### config.mk
export PLATFORM = sky130hd
export DESIGN_NAME = nibble_serial_adder_ctrl
export DESIGN_NICKNAME = d
export VERILOG_FILES = /design/src/rtl/nibble_serial_adder_ctrl.sv
export SDC_FILE = /design/constraint.sdc
export NUM_CORES = 1
export LEC_CHECK = 0
export CAP_MARGIN = 20
export CORE_UTILIZATION = 49
export CTS_CLUSTER_DIAMETER = 30
export DETAILED_ROUTE_END_ITERATION = 12
export PLACE_DENSITY = 0.84
export SYNTH_ARGS = -nofsm -noshare
export SYNTH_HDL_FRONTEND = slang
export SYNTH_SLANG_ARGS = --single-unit
export TNS_END_PERCENT = 20
### constraint.sdc
create_clock -name clk -period 2.85 [get_ports clk]
set_input_delay 0.57 -clock clk [delete_from_list [all_inputs] [get_ports clk]]
set_output_delay 0.57 -clock clk [all_outputs]
set_load 0.02 [all_outputs]
### src/rtl/nibble_serial_adder_ctrl.sv
// 16-bit adder sequenced through one shared 4-bit ripple-carry stage, LSB nibble first,
// with the held result scanned onto a 4-digit common-anode hex seven-segment display.
module nibble_serial_adder_ctrl #(
  parameter int SCAN_DIV = 50000
) (
  input  logic        clk,
  input  logic        rst,
  input  logic        start,
  input  logic [15:0] a,
  input  logic [15:0] b,
  input  logic        cin,
  output logic        busy,
  output logic        done,
  output logic [15:0] sum,
  output logic        cout,
  output logic [6:0]  seg,
  output logic [3:0]  an
);

  typedef enum logic [1:0] {
    IDLE = 2'd0,
    ADD  = 2'd1,
    DONE = 2'd2
  } state_e;

  localparam int CNT_W = (SCAN_DIV > 1) ? $clog2(SCAN_DIV) : 1;
  localparam logic [CNT_W-1:0] CNT_MAX = CNT_W'(SCAN_DIV - 1);

  state_e      state_q;
  logic [1:0]  idx_q;
  logic        carry_q;
  logic [15:0] a_q;
  logic [15:0] b_q;
  logic [15:0] stage_q;
  logic [15:0] stage_d;
  logic [15:0] sum_q;
  logic        cout_q;

  logic [CNT_W-1:0] scan_cnt_q;
  logic [CNT_W-1:0] scan_cnt_d;
  logic [1:0]       digit_q;
  logic [1:0]       digit_d;

  logic [3:0] a_nib;
  logic [3:0] b_nib;
  logic [4:0] nib_res;
  logic [3:0] disp_nib;

  // Active-low {g,f,e,d,c,b,a} hex glyphs for a common-anode digit.
  function automatic logic [6:0] hex7(input logic [3:0] v);
    case (v)
      4'h0:    hex7 = 7'b1000000;
      4'h1:    hex7 = 7'b1111001;
      4'h2:    hex7 = 7'b0100100;
      4'h3:    hex7 = 7'b0110000;
      4'h4:    hex7 = 7'b0011001;
      4'h5:    hex7 = 7'b0010010;
      4'h6:    hex7 = 7'b0000010;
      4'h7:    hex7 = 7'b1111000;
      4'h8:    hex7 = 7'b0000000;
      4'h9:    hex7 = 7'b0010000;
      4'hA:    hex7 = 7'b0001000;
      4'hB:    hex7 = 7'b0000011;
      4'hC:    hex7 = 7'b1000110;
      4'hD:    hex7 = 7'b0100001;
      4'hE:    hex7 = 7'b0000110;
      default: hex7 = 7'b0001110;
    endcase
  endfunction

  // The single shared nibble adder; the carry between nibbles lives only in carry_q.
  always_comb begin
    // NOTE: every signal assigned here gets a default first so no latch can be inferred.
    stage_d = stage_q;
    a_nib   = a_q[{idx_q, 2'b00} +: 4];
    b_nib   = b_q[{idx_q, 2'b00} +: 4];
    nib_res = {1'b0, a_nib} + {1'b0, b_nib} + {4'b0000, carry_q};
    stage_d[{idx_q, 2'b00} +: 4] = nib_res[3:0];
  end

  // NOTE: all state is updated with non-blocking assignments so every register samples pre-edge values.
  always_ff @(posedge clk or posedge rst) begin
    if (rst) begin
      state_q <= IDLE;
      idx_q   <= 2'd0;
      carry_q <= 1'b0;
      a_q     <= 16'h0000;
      b_q     <= 16'h0000;
      stage_q <= 16'h0000;
      sum_q   <= 16'h0000;
      cout_q  <= 1'b0;
    end else begin
      case (state_q)
        IDLE: begin
          if (start) begin
            a_q     <= a;
            b_q     <= b;
            carry_q <= cin;
            idx_q   <= 2'd0;
            state_q <= ADD;
          end
        end
        ADD: begin
          stage_q <= stage_d;
          carry_q <= nib_res[4];
          idx_q   <= idx_q + 2'd1;
          // Result and carry-out publish together so the display never sees a partial sum.
          if (idx_q == 2'd3) begin
            sum_q   <= stage_d;
            cout_q  <= nib_res[4];
            state_q <= DONE;
          end
        end
        DONE: begin
          state_q <= IDLE;
        end
        default: begin
          state_q <= IDLE;
        end
      endcase
    end
  end

  // Display scan runs free of the FSM; the digit advances when the dwell counter wraps.
  always_comb begin
    scan_cnt_d = scan_cnt_q + CNT_W'(1);
    digit_d    = digit_q;
    if (scan_cnt_q == CNT_MAX) begin
      scan_cnt_d = '0;
      digit_d    = digit_q + 2'd1;
    end
  end

  always_ff @(posedge clk or posedge rst) begin
    if (rst) begin
      scan_cnt_q <= '0;
      digit_q    <= 2'd0;
    end else begin
      scan_cnt_q <= scan_cnt_d;
      digit_q    <= digit_d;
    end
  end

  assign disp_nib = sum_q[{digit_q, 2'b00} +: 4];

  assign busy = (state_q == ADD);
  assign done = (state_q == DONE);
  assign sum  = sum_q;
  assign cout = cout_q;
  assign an   = ~(4'b0001 << digit_q);
  assign seg  = hex7(disp_nib);

endmodule

run_1/pdn.png
Scale: 4 px per um. Pins as bars on the die edge.
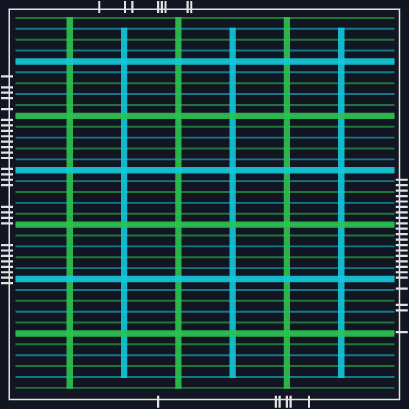
- VSS: green
- VDD: cyan
- signal pins: 66
- met4 straps: 6

run_1/cell_classes.png
Scale: 3 px per um. Fill, decap, tap and diode cells in grey.
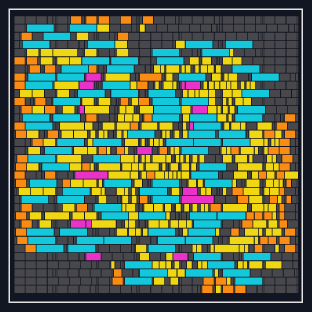
- other buffers and delay cells: orange (cells 88; share of their area 15%)
- flip-flops: cyan (cells 88; share of their area 41%)
- clock drivers and dummy loads: magenta (cells 15; share of their area 3.7%)
- all other logic: yellow (cells 279; share of their area 40%)
fraction of standard cell area that is sequential: 0.399
area of all placed cells without fillers: 5530 um^2
share of the core filled with cells: 0.631

==> run_results.csv, run 1 <==
group,metric,value,unit
final_layout,nMultiInputCombCells,257,
final_layout,antenna_cells_inserted,0,
worst_setup_path,worstSetupStartpointType,"register",
synth,syn_area,4440,um^2
clock_network,clock-sinks,88,
worst_setup_path,critical_path_required,2.28,ns
sta,transition_time_at_the_pin_with_the_least_slew_margin,0.518,ns
sta,setup_viol,0,
worst_setup_path,worst_r2r_endpoint,"stage_q[10]$_DFFE_PP0P_",
worst_setup_path,cp-startpoint,"digit_q[0]$_DFFE_PP0N_",
final_layout,register_cell_area_after_layout,2200,um^2
power_and_ir_drop,power.net_switching,2.51,mW
power_and_ir_drop,irDropWorstVdd,0.701,mV
global_routing,global_route.usage.total,0.213,
synth,netlist_instances,380,
power_and_ir_drop,power.share.switching,0.403,
global_routing,grtUsageMet3,0.0496,
worst_hold_path,timing.hold.worst.start,"scan_cnt_q[0]$_DFF_PP0_",
synth,flops_out_of_synthesis,88,
final_layout,area.share.combinational,0.379,
clock_network,tritoncts_buffers,9,
global_routing,number_of_antenna_violations_at_the_first_check_in_global_routing,0,
synth,synth.cellmix.simpleShare,0.114,
global_routing,number_of_global_route_vias_before_repair,3249,
die,design.core.area,8760,um^2
worst_hold_path,worstHoldPathType,"reg2reg",
detailed_routing,top_layer,"met4",
sta,finalClockSkew,0.00998,ns
global_routing,globalRoute.totalOverflow,0,
final_layout,final.clkbuf_count,11,
final_layout,inverters,22,
place,placed_cells,560,
die,die.size.y,97.2,um
detailed_routing,routed_wirelength,9350,um
detailed_routing,routed-wl-met3,480,um
final_layout,buf_share,0.146,
power_and_ir_drop,power_density,1130,nW/um^2
worst_setup_path,timing.critical_path.slowest_cell_delay,0.56,ns
synth,yosys.cell_types.count,46,
place,dp_hpwl,6910,um
power_and_ir_drop,combinationalPowerShare,0.534,
sta,final.hold.worst_slack,0.456,ns
worst_setup_path,timing.critical_path.cells,"buf_4 -> mux4_2 -> buf_4 -> nand2b_1 -> o2bb2ai_1 -> buf_2",
final_layout,final.fill_count,675,
global_routing,global_route.peak_usage_layer,"met2",
global_routing,groute.layer.met2.usage,0.361,
worst_setup_path,timing.critical_path.slowest_stage_cell,"sky130_fd_sc_hd__mux4_2",
synth,number_of_warnings_printed_during_yosys_synthesis,0,
worst_hold_path,hold_path_depth,1,
global_routing,grt_pass1_wl,16000,um
detailed_routing,detailedRoute.firstPassIterationCount,6,
sta,rsz_0062_raised_after_global_routing,"false",
clock_network,clock_path_buffers,2,
sta,timing.final.crit_period,2.76,ns
final_layout,dominant-cell-class,"sequential cells",
worst_setup_path,cp_max_fo,6,
synth,enable_flop_cells,0,
run,stage_log_warnings,40,
worst_setup_path,r2r_cells,7,
final_layout,layout.non_clock_buffers,88,
die,boundary_pins,66,
final_layout,design.final.nets,524,
run_status,run_status,"finished, final reports clean",
global_routing,largest_net_degree_at_the_start_of_global_routing,44,
clock_network,ctsHtreeMaxLevel,3,
worst_setup_path,worstPathArrival,2.19,ns
final_layout,flops,88,
die,floorplan.core_util,0.507,
clock_network,clk_latency,0.35,ns
worst_setup_path,path_buffers,3,
clock_network,cts_root_buf,"sky130_fd_sc_hd__clkbuf_8",
synth,topCombFamilyByArea,"multiplexers",
detailed_routing,met2RoutedLength,4750,um
worst_setup_path,critPathMostFrequentCell,"sky130_fd_sc_hd__buf_4",
worst_setup_path,crit_path_end_kind,"output pin",
detailed_routing,wire_per_inst,16.2,um
place,gp_congestion,0.947,
global_routing,grt_use_met1,0.277,
detailed_routing,route.antenna.remaining_nets,0,
sta,max_freq,363,MHz
final_layout,logic_area,2100,um^2
worst_setup_path,r2r_slack,0.24,ns
final_layout,lay_top_count,"sky130_fd_sc_hd__dfrtp_1",
detailed_routing,drt_first_iter_violations,146,
clock_network,clk_pin_slew_worst_paths,0.08,ns
place,buffer_ports.inserted,65,
worst_setup_path,criticalPathCategory,"reg2out",
power_and_ir_drop,leakage,2.40,nW
run_1/clock_map.png
Scale: 6 px per um.
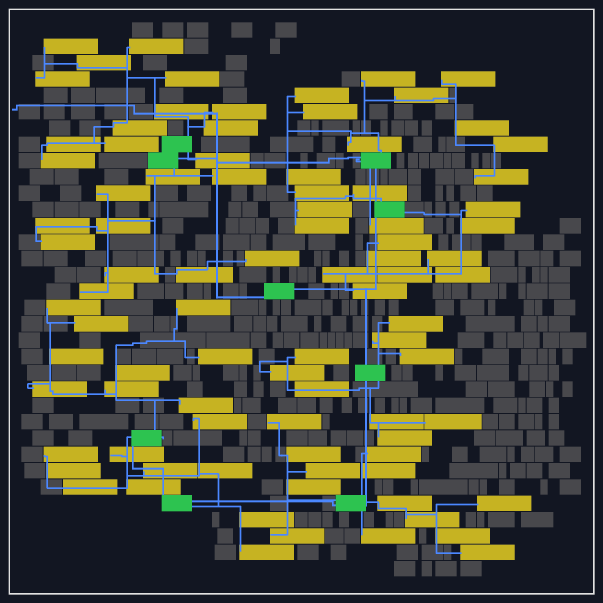
- clock wires: blue (length 955 um)
- cells driving clock nets: green (count 9)
- flip-flops: yellow (count 88)
- flops lie: spread over the die

run_1/metal_stack.png
Scale: 4 px per um. Two of the layers only.
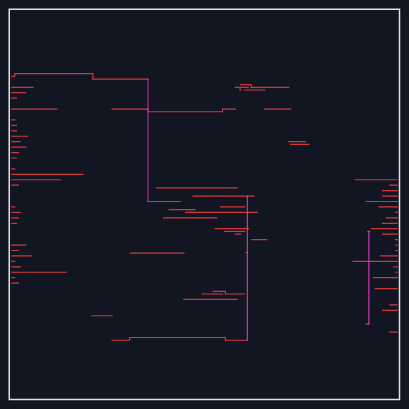
- met4: magenta (wire length 89.8 um)
- met3: red (wire length 480 um)

[run 1: cells in the mapped netlist (5+ instances only)]
cell type                 number  area share
sky130_fd_sc_hd__nand3_1       7      0.0079
sky130_fd_sc_hd__xnor2_1       7       0.014
sky130_fd_sc_hd__mux4_2       11       0.056
sky130_fd_sc_hd__buf_2         6      0.0068
sky130_fd_sc_hd__a21oi_1      14       0.016
sky130_fd_sc_hd__nor2b_1      10       0.014
sky130_fd_sc_hd__a22oi_1       7       0.012
sky130_fd_sc_hd__nor2_1       13       0.011
sky130_fd_sc_hd__inv_1        22       0.019
sky130_fd_sc_hd__nand2_1      40       0.034
sky130_fd_sc_hd__o21ai_0      21       0.024
sky130_fd_sc_hd__xor2_1        9       0.018
sky130_fd_sc_hd__a22o_1       10       0.020
sky130_fd_sc_hd__ha_1         20       0.056
sky130_fd_sc_hd__dfrtp_1      88        0.50
sky130_fd_sc_hd__nor3_1        5      0.0056
sky130_fd_sc_hd__mux2_2       33       0.084
[run 1: metrics by stage]
step | TNS [ns] | instance area [um^2]
after floorplan | 0 | 4440
after global placement | 0 | 5320
after detailed placement | -0.126 | 5320
after CTS | -0.00280 | 5530
after global routing | 0 | 5530
final | 0 | 5530
[run 1: timing repair]
action / in CTS / in global routing
setup endpoints to repair: 7 / 13
gates resized: 28 / 11
hold buffers: 0 / 0
buffers inserted: 3 / 0
[run 1: power groups by stage]
stage / registers [mW] / clock network (mW) / logic (mW)
detailed placement: 2.03 / 0 / 3.28
global placement: 2.00 / 0 / 3.17
global route: 2.07 / 0.974 / 3.62
finish: 2.01 / 0.893 / 3.32
floorplan: 2.03 / 0 / 2.09
CTS: 2.01 / 0.920 / 3.30
run_1/final_placement.png
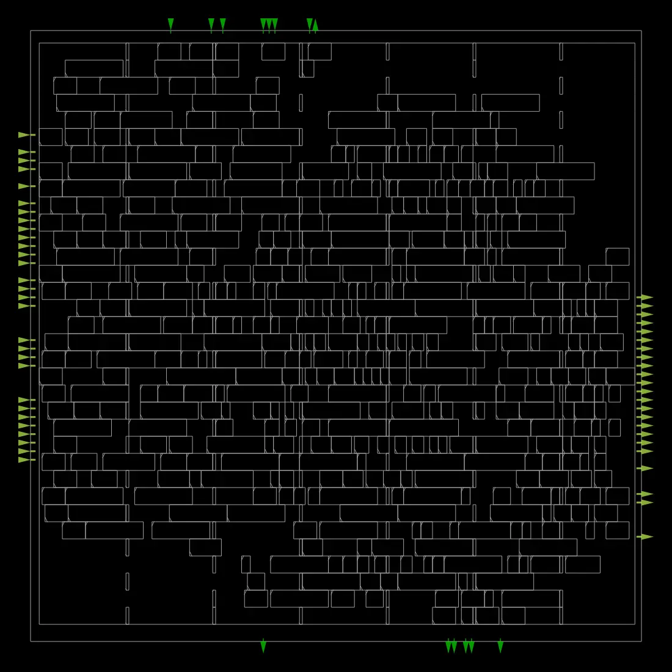

==> inputs of run 2 (changes only) <==
--- a/config.mk
+++ b/config.mk
@@ -5,7 +5,7 @@
 export SDC_FILE = /design/constraint.sdc
 export NUM_CORES = 1
 export LEC_CHECK = 0
-export CAP_MARGIN = 20
+export CORE_MARGIN = 3
 export CORE_UTILIZATION = 49
 export CTS_CLUSTER_DIAMETER = 30
 export DETAILED_ROUTE_END_ITERATION = 12
==> constraint.sdc (replaced) <==
create_clock -name clk -period 2.85 [get_ports clk]
set_input_delay 0.7125 -clock clk [delete_from_list [all_inputs] [get_ports clk]]
set_output_delay 0.7125 -clock clk [all_outputs]
set_load 0.02 [all_outputs]
run_2/final_placement.png
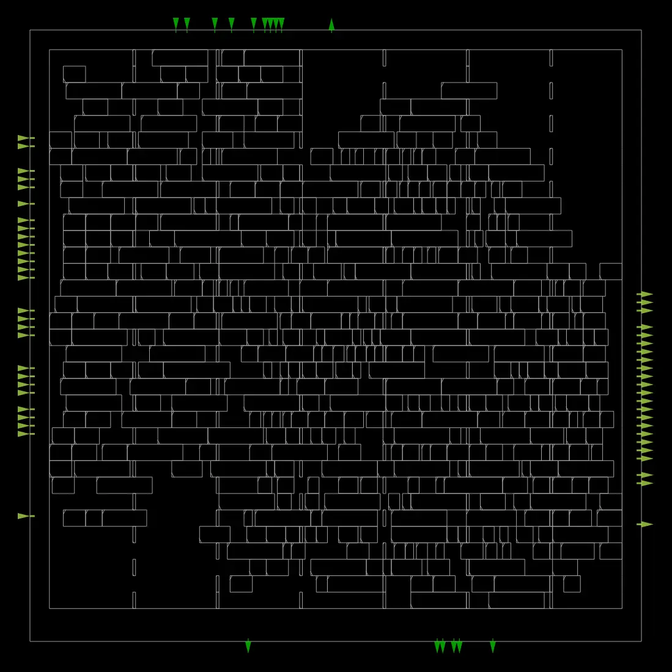
number of fillers in the final layout: 647
area of the core region: 8760 um^2
sequential cell count: 88
Final Instance Count excl. Fillers: 592
share of the core filled with cells: 0.656

run_2/cell_classes.png
Scale: 3 px per um. Fill, decap, tap and diode cells in grey.
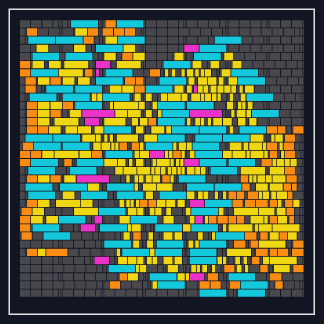
- other buffers and delay cells: orange (cells 101; share of their area 17%)
- all other logic: yellow (cells 279; share of their area 40%)
- clock drivers and dummy loads: magenta (cells 16; share of their area 4.2%)
- flip-flops: cyan (cells 88; share of their area 39%)

==> run_results.csv, run 2 <==
group,metric,value,unit
run_status,run_status,"finished with violations",
run_status,failed_checks,"negative setup slack",
final_layout,most_frequently_placed_logic_cells_in_the_final_layout,"87 x sky130_fd_sc_hd__dfrtp_1, 58 x sky130_fd_sc_hd__clkdlybuf4s50_1, 39 x sky130_fd_sc_hd__nand2_1",
detailed_routing,routed_wirelength,9790,um
detailed_routing,drt_first_iter_violations,173,
power_and_ir_drop,leakage,2.49,nW
sta,timing.max_slew.rel_slack,0.690,
die,placement_rows,34,
place,gp_congestion,0.905,
worst_hold_path,hold_path_depth,1,
global_routing,grt_use_met1,0.235,
clock_network,post_cts_resized,40,
detailed_routing,via_per_inst,5.55,
place,buffer_ports.inserted,65,
die,fp.dieArea,10200,um^2
die,floorplan.core_util,0.507,
worst_setup_path,path_buffers,2,
sta,final.hold.worst_slack,0.473,ns
synth,synth_top_cell_by_count,"sky130_fd_sc_hd__dfrtp_1",
detailed_routing,routed-via-count,3283,
clock_network,post_cts_setup_bufs,4,
synth,synth_top_cell_by_area,"sky130_fd_sc_hd__dfrtp_1",
worst_setup_path,crit_path_end_kind,"output pin",
clock_network,clock-sinks,88,
place,dp_hpwl,7220,um
sta,finalClockSkew,0.0115,ns
synth,enable_flop_cells,0,
sta,setup_viol,6,
global_routing,groute.layer.met2.usage,0.359,
power_and_ir_drop,power_density,1160,nW/um^2
clock_network,tritoncts_buffers,9,
worst_setup_path,timing.critical_path.slowest_cell_delay,0.57,ns
global_routing,globalRoute.totalOverflow,0,
synth,top_area_frac,0.496,
die,die.size.y,101,um
clock_network,clock_path_buffers,2,
run,stage_log_warnings,41,
clock_network,tritoncts,"yes",
global_routing,global_route.usage.total,0.199,
sta,timing.final.max_slew_violations,0,
die,die_w,101,um
clock_network,ctsHtreeMaxLevel,3,
global_routing,grtUsageMet3,0.0317,
synth,syn_area,4440,um^2
die,boundary_pins,66,
worst_setup_path,crit-reg2reg-launch,"idx_q[0]$_DFFE_PP0P_",
synth,yosys_area,4440,um^2
worst_setup_path,cp_max_fo,4,
worst_setup_path,critical_path_required,2.14,ns
synth,postSynthNetCount,438,
clock_network,cts_root_buf,"sky130_fd_sc_hd__clkbuf_8",
global_routing,number_of_antenna_violations_at_the_first_check_in_global_routing,0,
detailed_routing,drt_drc_violations_left,0,
synth,netlist_instances,380,
sta,transition_time_at_the_pin_with_the_least_slew_margin,0.465,ns
sta,max_freq,339,MHz
worst_hold_path,holdPathEnd,"scan_cnt_q[0]$_DFF_PP0_",
final_layout,layout_cell_share_with_drive_strength_beyond_1,0.252,
worst_setup_path,r2r_cells,8,
place,post_dp_cell_area,5390,um^2
final_layout,register_cell_area_after_layout,2200,um^2
final_layout,antenna_cells_inserted,0,
global_routing,global_route.peak_usage_layer,"met2",
worst_setup_path,r2r_slack,0.16,ns
worst_hold_path,worstHoldPathType,"reg2reg",
sta,finalHoldViolCount,0,
worst_setup_path,total_number_of_cells_along_the_worst_setup_path,7,
sta,rsz_0062_raised_after_global_routing,"true",
synth,synthesis.area_per_instance,11.7,um^2
synth,postSynth.asyncResetShare,1.00,
synth,most_frequent_cells_after_synthesis,"88 x sky130_fd_sc_hd__dfrtp_1, 40 x sky130_fd_sc_hd__nand2_1, 33 x sky130_fd_sc_hd__mux2_2",
synth,synth_top_flop_cell,"sky130_fd_sc_hd__dfrtp_1",
synth,seq_area_frac_synth,0.496,
clock_network,holdBufCountCts,0,
synth,synth.area.top_cells,"sky130_fd_sc_hd__dfrtp_1 50%, sky130_fd_sc_hd__mux2_2 8.4%, sky130_fd_sc_hd__ha_1 5.6%, sky130_fd_sc_hd__mux4_2 5.6%, sky130_fd_sc_hd__nand2_1 3.4%",
sta,setup_ws,-0.0989,ns
synth,number_of_warnings_printed_during_yosys_synthesis,0,
worst_setup_path,timing.critical_path.cells,"mux4_2 -> buf_6 -> ha_1 -> nand2b_1 -> nand3_2 -> o21a_1 -> buf_4",
final_layout,design.final.nets,537,
power_and_ir_drop,irDropWorstVdd,0.802,mV
final_layout,syn_to_final_growth,29.4,%
detailed_routing,detailedRoute.firstPassIterationCount,4,
detailed_routing,route.antenna.remaining_nets,0,
worst_setup_path,cpLargestDelayFamily,"multiplexers",
final_layout,final_design_area_no_fill,5750,um^2
place,place_worst_setup_slack,-0.221,ns
sta,fin_crit_sh,1.03,
clock_network,clk_latency,0.36,ns
detailed_routing,wire_per_inst,16.5,um
worst_setup_path,timing.critical_path.slowest_stage_cell,"sky130_fd_sc_hd__mux4_2",
run,timing.max_cap.violations,0,
worst_hold_path,timing.hold.worst.start,"scan_cnt_q[0]$_DFF_PP0_",
global_routing,number_of_global_route_vias_before_repair,3386,
worst_setup_path,worstPathArrival,2.24,ns
worst_setup_path,worstSetupStartpointType,"register",
clock_network,clk_pin_slew_worst_paths,0.09,ns
global_routing,grt_pass1_wl,15800,um
synth,yosys.cell_types.count,46,
final_layout,logic_area,2150,um^2
synth,synth_stat.cells,380,
global_routing,largest_net_degree_at_the_start_of_global_routing,89,
sta,timing.final.crit_period,2.95,ns
synth,flops_out_of_synthesis,88,
worst_setup_path,criticalPathCategory,"reg2out",
final_layout,lay_top_count,"sky130_fd_sc_hd__dfrtp_1",
worst_setup_path,worst_r2r_endpoint,"sum[7]$_DFFE_PP0P_",
==> run 2: cell counts after synthesis <==
Identical to the previous run, type by type.
==> run 2: metrics by stage <==
step | std cells | util | setup TNS (ns) | total power, mW
after floorplan | 380 | - | 0 | 4.12
after global placement | 569 | 0.615 | -0.322 | 5.32
after detailed placement | 569 | 0.615 | -0.849 | 5.51
after CTS | 589 | 0.644 | -0.186 | 6.52
after global routing | 592 | 0.656 | -0.908 | 7.06
final | 592 | 0.656 | -0.368 | 6.64
==> run 2: report_power, final <==
group	internal (mW)	total [mW]	leakage, nW	switching [mW]
Clock	0.583	1.01	0.110	0.426
Sequential	1.70	1.99	1.12	0.296
Combinational	1.73	3.64	1.25	1.91
==> run 2: how the worst max path moves through the flow <==
stage	start	end	slack (ns)
finish	digit_q[0]$_DFFE_PP0N_	seg[3]	-0.1
global route	digit_q[0]$_DFFE_PP0N_	seg[0]	-0.16
detailed placement	digit_q[0]$_DFFE_PP0N_	seg[3]	-0.22
floorplan	digit_q[0]$_DFFE_PP0N_	seg[0]	0.04
global placement	digit_q[0]$_DFFE_PP0N_	seg[0]	-0.10
CTS	digit_q[0]$_DFFE_PP0N_	seg[0]	-0.06
==> run 2: cell families after synthesis <==
logic type               synth area share
AND-OR/OR-AND                       0.105
AND/OR/NAND/NOR                     0.114
XOR/XNOR                           0.0316
multiplexers                        0.154
buffers and inverters              0.0347
adder cells (fa/ha/maj)            0.0654
flip-flops                          0.496
==> run 2: layer usage <==
layer / share of wire / wire length, um
met4: 0.017 / 168
met1: 0.41 / 3990
met5: 0 / 0
met2: 0.52 / 5110
met3: 0.053 / 522
==> run 2: cell type report <==
class,count,area share
clock buffer,11,0.0229
clock inverter,5,0.0183
inverter,22,0.0150
multi-input combinational,257,0.375
sequential,88,0.383
tap,108,0.0235
timing repair buffer,101,0.162
==> inputs of run 3 (changes only) <==
--- a/config.mk
+++ b/config.mk
@@ -5,10 +5,12 @@
 export SDC_FILE = /design/constraint.sdc
 export NUM_CORES = 1
 export LEC_CHECK = 0
+export ABC_AREA = 0
 export CORE_MARGIN = 3
 export CORE_UTILIZATION = 49
 export CTS_CLUSTER_DIAMETER = 30
 export DETAILED_ROUTE_END_ITERATION = 12
+export HOLD_SLACK_MARGIN = 0.03
 export PLACE_DENSITY = 0.84
 export SYNTH_ARGS = -nofsm -noshare
 export SYNTH_HDL_FRONTEND = slang
run_3/clock_map.png
Scale: 6 px per um.
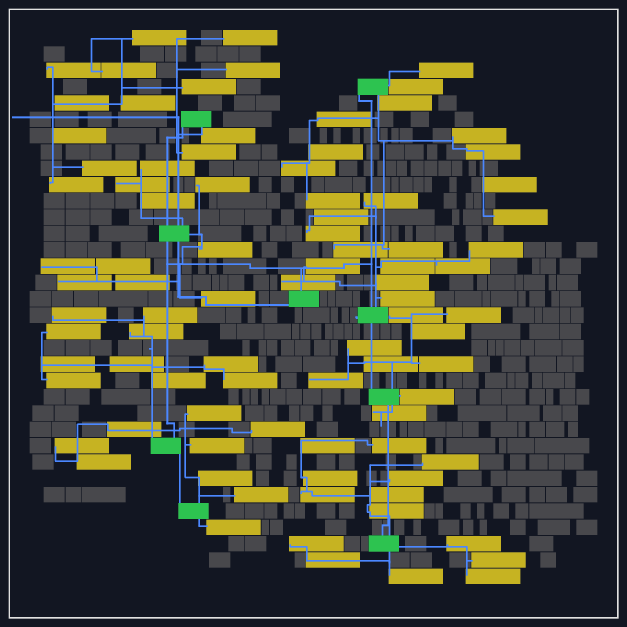
- clock wires: blue (length 1000 um)
- flip-flops: yellow (count 88)
- cells driving clock nets: green (count 9)
- flops lie: spread over the die

==> run_results.csv, run 3 <==
group,metric,value,unit
final_layout,lay_top_count,"sky130_fd_sc_hd__dfrtp_1",
place,gp_congestion,0.905,
sta,transition_time_at_the_pin_with_the_least_slew_margin,0.465,ns
final_layout,area.share.combinational,0.375,
worst_hold_path,worstHoldPathType,"reg2reg",
clock_network,holdBufCountCts,0,
synth,synth_top_flop_cell,"sky130_fd_sc_hd__dfrtp_1",
die,design.core.area,8760,um^2
synth,synth.area.top_cells,"sky130_fd_sc_hd__dfrtp_1 50%, sky130_fd_sc_hd__mux2_2 8.4%, sky130_fd_sc_hd__ha_1 5.6%, sky130_fd_sc_hd__mux4_2 5.6%, sky130_fd_sc_hd__nand2_1 3.4%",
final_layout,final.fill_count,647,
global_routing,number_of_antenna_violations_at_the_first_check_in_global_routing,0,
clock_network,cts_root_buf,"sky130_fd_sc_hd__clkbuf_8",
die,boundary_pins,66,
place,dp_hpwl,7220,um
sta,finalHoldViolCount,0,
synth,yosys.cell_types.count,46,
synth,seq_area_frac_synth,0.496,
global_routing,globalRoute.totalOverflow,0,
final_layout,register_cell_area_after_layout,2200,um^2
detailed_routing,routed_wirelength,9790,um
synth,synth_top_cell_by_area,"sky130_fd_sc_hd__dfrtp_1",
sta,rsz_0062_raised_after_global_routing,"true",
power_and_ir_drop,power_density,1160,nW/um^2
detailed_routing,wire_per_inst,16.5,um
synth,top_area_frac,0.496,
synth,postSynth.asyncResetShare,1.00,
sta,setup_viol,6,
clock_network,post_cts_resized,40,
worst_setup_path,cp_max_fo,4,
run_status,failed_checks,"negative setup slack",
worst_setup_path,worstSetupStartpointType,"register",
run,stage_log_warnings,41,
final_layout,finish.utilization,0.656,
run,timing.max_cap.violations,0,
final_layout,layout_cell_share_with_drive_strength_beyond_1,0.252,
clock_network,post_cts_setup_bufs,4,
final_layout,design.final.nets,537,
worst_setup_path,r2r_cells,8,
clock_network,clock_path_buffers,2,
place,placed_cells,569,
detailed_routing,routed-via-count,3283,
detailed_routing,via_per_inst,5.55,
synth,enable_flop_cells,0,
sta,timing.final.max_slew_violations,0,
final_layout,syn_to_final_growth,29.4,%
final_layout,area.share.sequential,0.383,
detailed_routing,drt_drc_violations_left,0,
worst_hold_path,hold_path_depth,1,
sta,timing.final.crit_period,2.95,ns
final_layout,final.clkbuf_count,11,
synth,number_of_warnings_printed_during_yosys_synthesis,0,
clock_network,tritoncts_buffers,9,
run_status,run_status,"finished with violations",
worst_setup_path,worst_r2r_endpoint,"sum[7]$_DFFE_PP0P_",
final_layout,most_frequently_placed_logic_cells_in_the_final_layout,"87 x sky130_fd_sc_hd__dfrtp_1, 58 x sky130_fd_sc_hd__clkdlybuf4s50_1, 39 x sky130_fd_sc_hd__nand2_1",
place,buffer_ports.inserted,65,
place,post_dp_cell_area,5390,um^2
worst_setup_path,crit_path_end_kind,"output pin",
die,placement_rows,34,
final_layout,clock_tree_area_fraction,0.0412,
final_layout,nMultiInputCombCells,257,
sta,timing.max_slew.rel_slack,0.690,
power_and_ir_drop,leakage,2.49,nW
global_routing,number_of_global_route_vias_before_repair,3386,
worst_setup_path,criticalPathCategory,"reg2out",
sta,finalClockSkew,0.0115,ns
clock_network,tritoncts,"yes",
die,tapCellCount,108,
final_layout,dominant-cell-class,"sequential cells",
final_layout,antenna_cells_inserted,0,
final_layout,final_design_area_no_fill,5750,um^2
die,fp.dieArea,10200,um^2
place,place_worst_setup_slack,-0.221,ns
sta,tns,-0.368,ns
synth,synth_stat.cells,380,
synth,synthesis.area_per_instance,11.7,um^2
global_routing,largest_net_degree_at_the_start_of_global_routing,89,
sta,final.hold.worst_slack,0.473,ns
detailed_routing,route.antenna.remaining_nets,0,
global_routing,global_route.usage.total,0.199,
clock_network,ctsHtreeMaxLevel,3,
clock_network,clk_pin_slew_worst_paths,0.09,ns
worst_setup_path,r2r_slack,0.16,ns
detailed_routing,drt_first_iter_violations,173,
synth,yosys_area,4440,um^2
die,floorplan.core_util,0.507,
worst_hold_path,holdPathEnd,"scan_cnt_q[0]$_DFF_PP0_",
global_routing,grt_pass1_wl,15800,um
power_and_ir_drop,total_power,6.64,mW
final_layout,flops,88,
synth,syn_area,4440,um^2
final_layout,logic_area,2150,um^2
clock_network,clock-sinks,88,
sta,fin_crit_sh,1.03,
sta,max_freq,339,MHz
worst_setup_path,worstPathArrival,2.24,ns
clock_network,clk_latency,0.36,ns
final_layout,buf_share,0.162,
synth,netlist_instances,380,
worst_setup_path,crit-reg2reg-launch,"idx_q[0]$_DFFE_PP0P_",
synth,most_frequent_cells_after_synthesis,"88 x sky130_fd_sc_hd__dfrtp_1, 40 x sky130_fd_sc_hd__nand2_1, 33 x sky130_fd_sc_hd__mux2_2",
worst_hold_path,timing.hold.worst.start,"scan_cnt_q[0]$_DFF_PP0_",
synth,postSynthNetCount,438,
worst_setup_path,critical_path_required,2.14,ns
detailed_routing,detailedRoute.firstPassIterationCount,4,
final_layout,layout.non_clock_buffers,101,
sta,setup_ws,-0.0989,ns
synth,synth_top_cell_by_count,"sky130_fd_sc_hd__dfrtp_1",
synth,flops_out_of_synthesis,88,
final_layout,inverters,22,
final_layout,final_instance_count_excl_fillers,592,
run_3/pdn.png
Scale: 4 px per um. Pins as bars on the die edge.
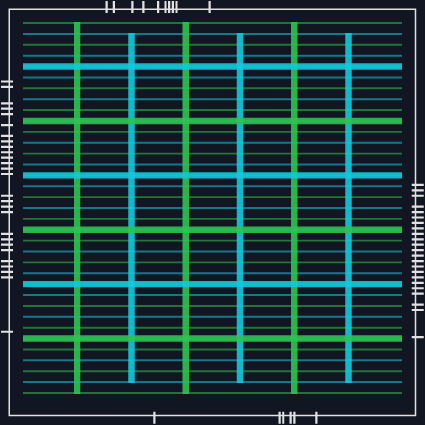
- VDD: cyan
- VSS: green
- met5 straps: 6
- met1 rails: 35
- rows: 34
- signal pins: 66
- met4 straps: 6
chip width: 101 um
Peak supply drop: 0.802 mV

run 3: critical path, cell delays in order, from the launching register on:
cell and delay (ns):
sky130_fd_sc_hd__dfrtp_2 0.43, sky130_fd_sc_hd__mux4_2 0.57, sky130_fd_sc_hd__buf_6 0.15, sky130_fd_sc_hd__ha_1 0.19, sky130_fd_sc_hd__nand2b_1 0.14, sky130_fd_sc_hd__nand3_2 0.10, sky130_fd_sc_hd__o21a_1 0.13, sky130_fd_sc_hd__buf_4 0.16
run 3: power breakdown:
| group | total (mW) | switching [mW] | internal [mW] |
|---|---|---|---|
| combinational | 3.64 | 1.91 | 1.73 |
| sequential | 1.99 | 0.296 | 1.70 |
| clock | 1.01 | 0.426 | 0.583 |
run 3: worst max path at each step:
stage	startpoint	end	cells past startpoint
3_3_place_gp	digit_q[0]$_DFFE_PP0N_	seg[0]	6
3_5_place_dp	digit_q[0]$_DFFE_PP0N_	seg[3]	6
4_1_cts	digit_q[0]$_DFFE_PP0N_	seg[0]	7
2_1_floorplan	digit_q[0]$_DFFE_PP0N_	seg[0]	6
5_1_grt	digit_q[0]$_DFFE_PP0N_	seg[0]	6
6_report	digit_q[0]$_DFFE_PP0N_	seg[3]	7
run 3: routing by layer:
layer	global-route usage	part of all wire
met3	0.0317	0.053
met1	0.235	0.41
met5	0	0
met2	0.359	0.52
met4	0.0818	0.017
run 3: cells by family (layout without fill, tap and decap cells):
kind of cell | count (synthesis) | in the layout | synth area share
AOI/OAI and AO/OA | 71 | 71 | 0.105
xor gates and xnor gates | 16 | 16 | 0.0316
adders and majority gates | 22 | 22 | 0.0654
buffers and inverters | 35 | 139 | 0.0347
DFF | 88 | 88 | 0.496
muxes | 48 | 48 | 0.154
and+or+nand+nor | 100 | 100 | 0.114
Power figures rest on the tool's default switching activity, not on a simulated workload.
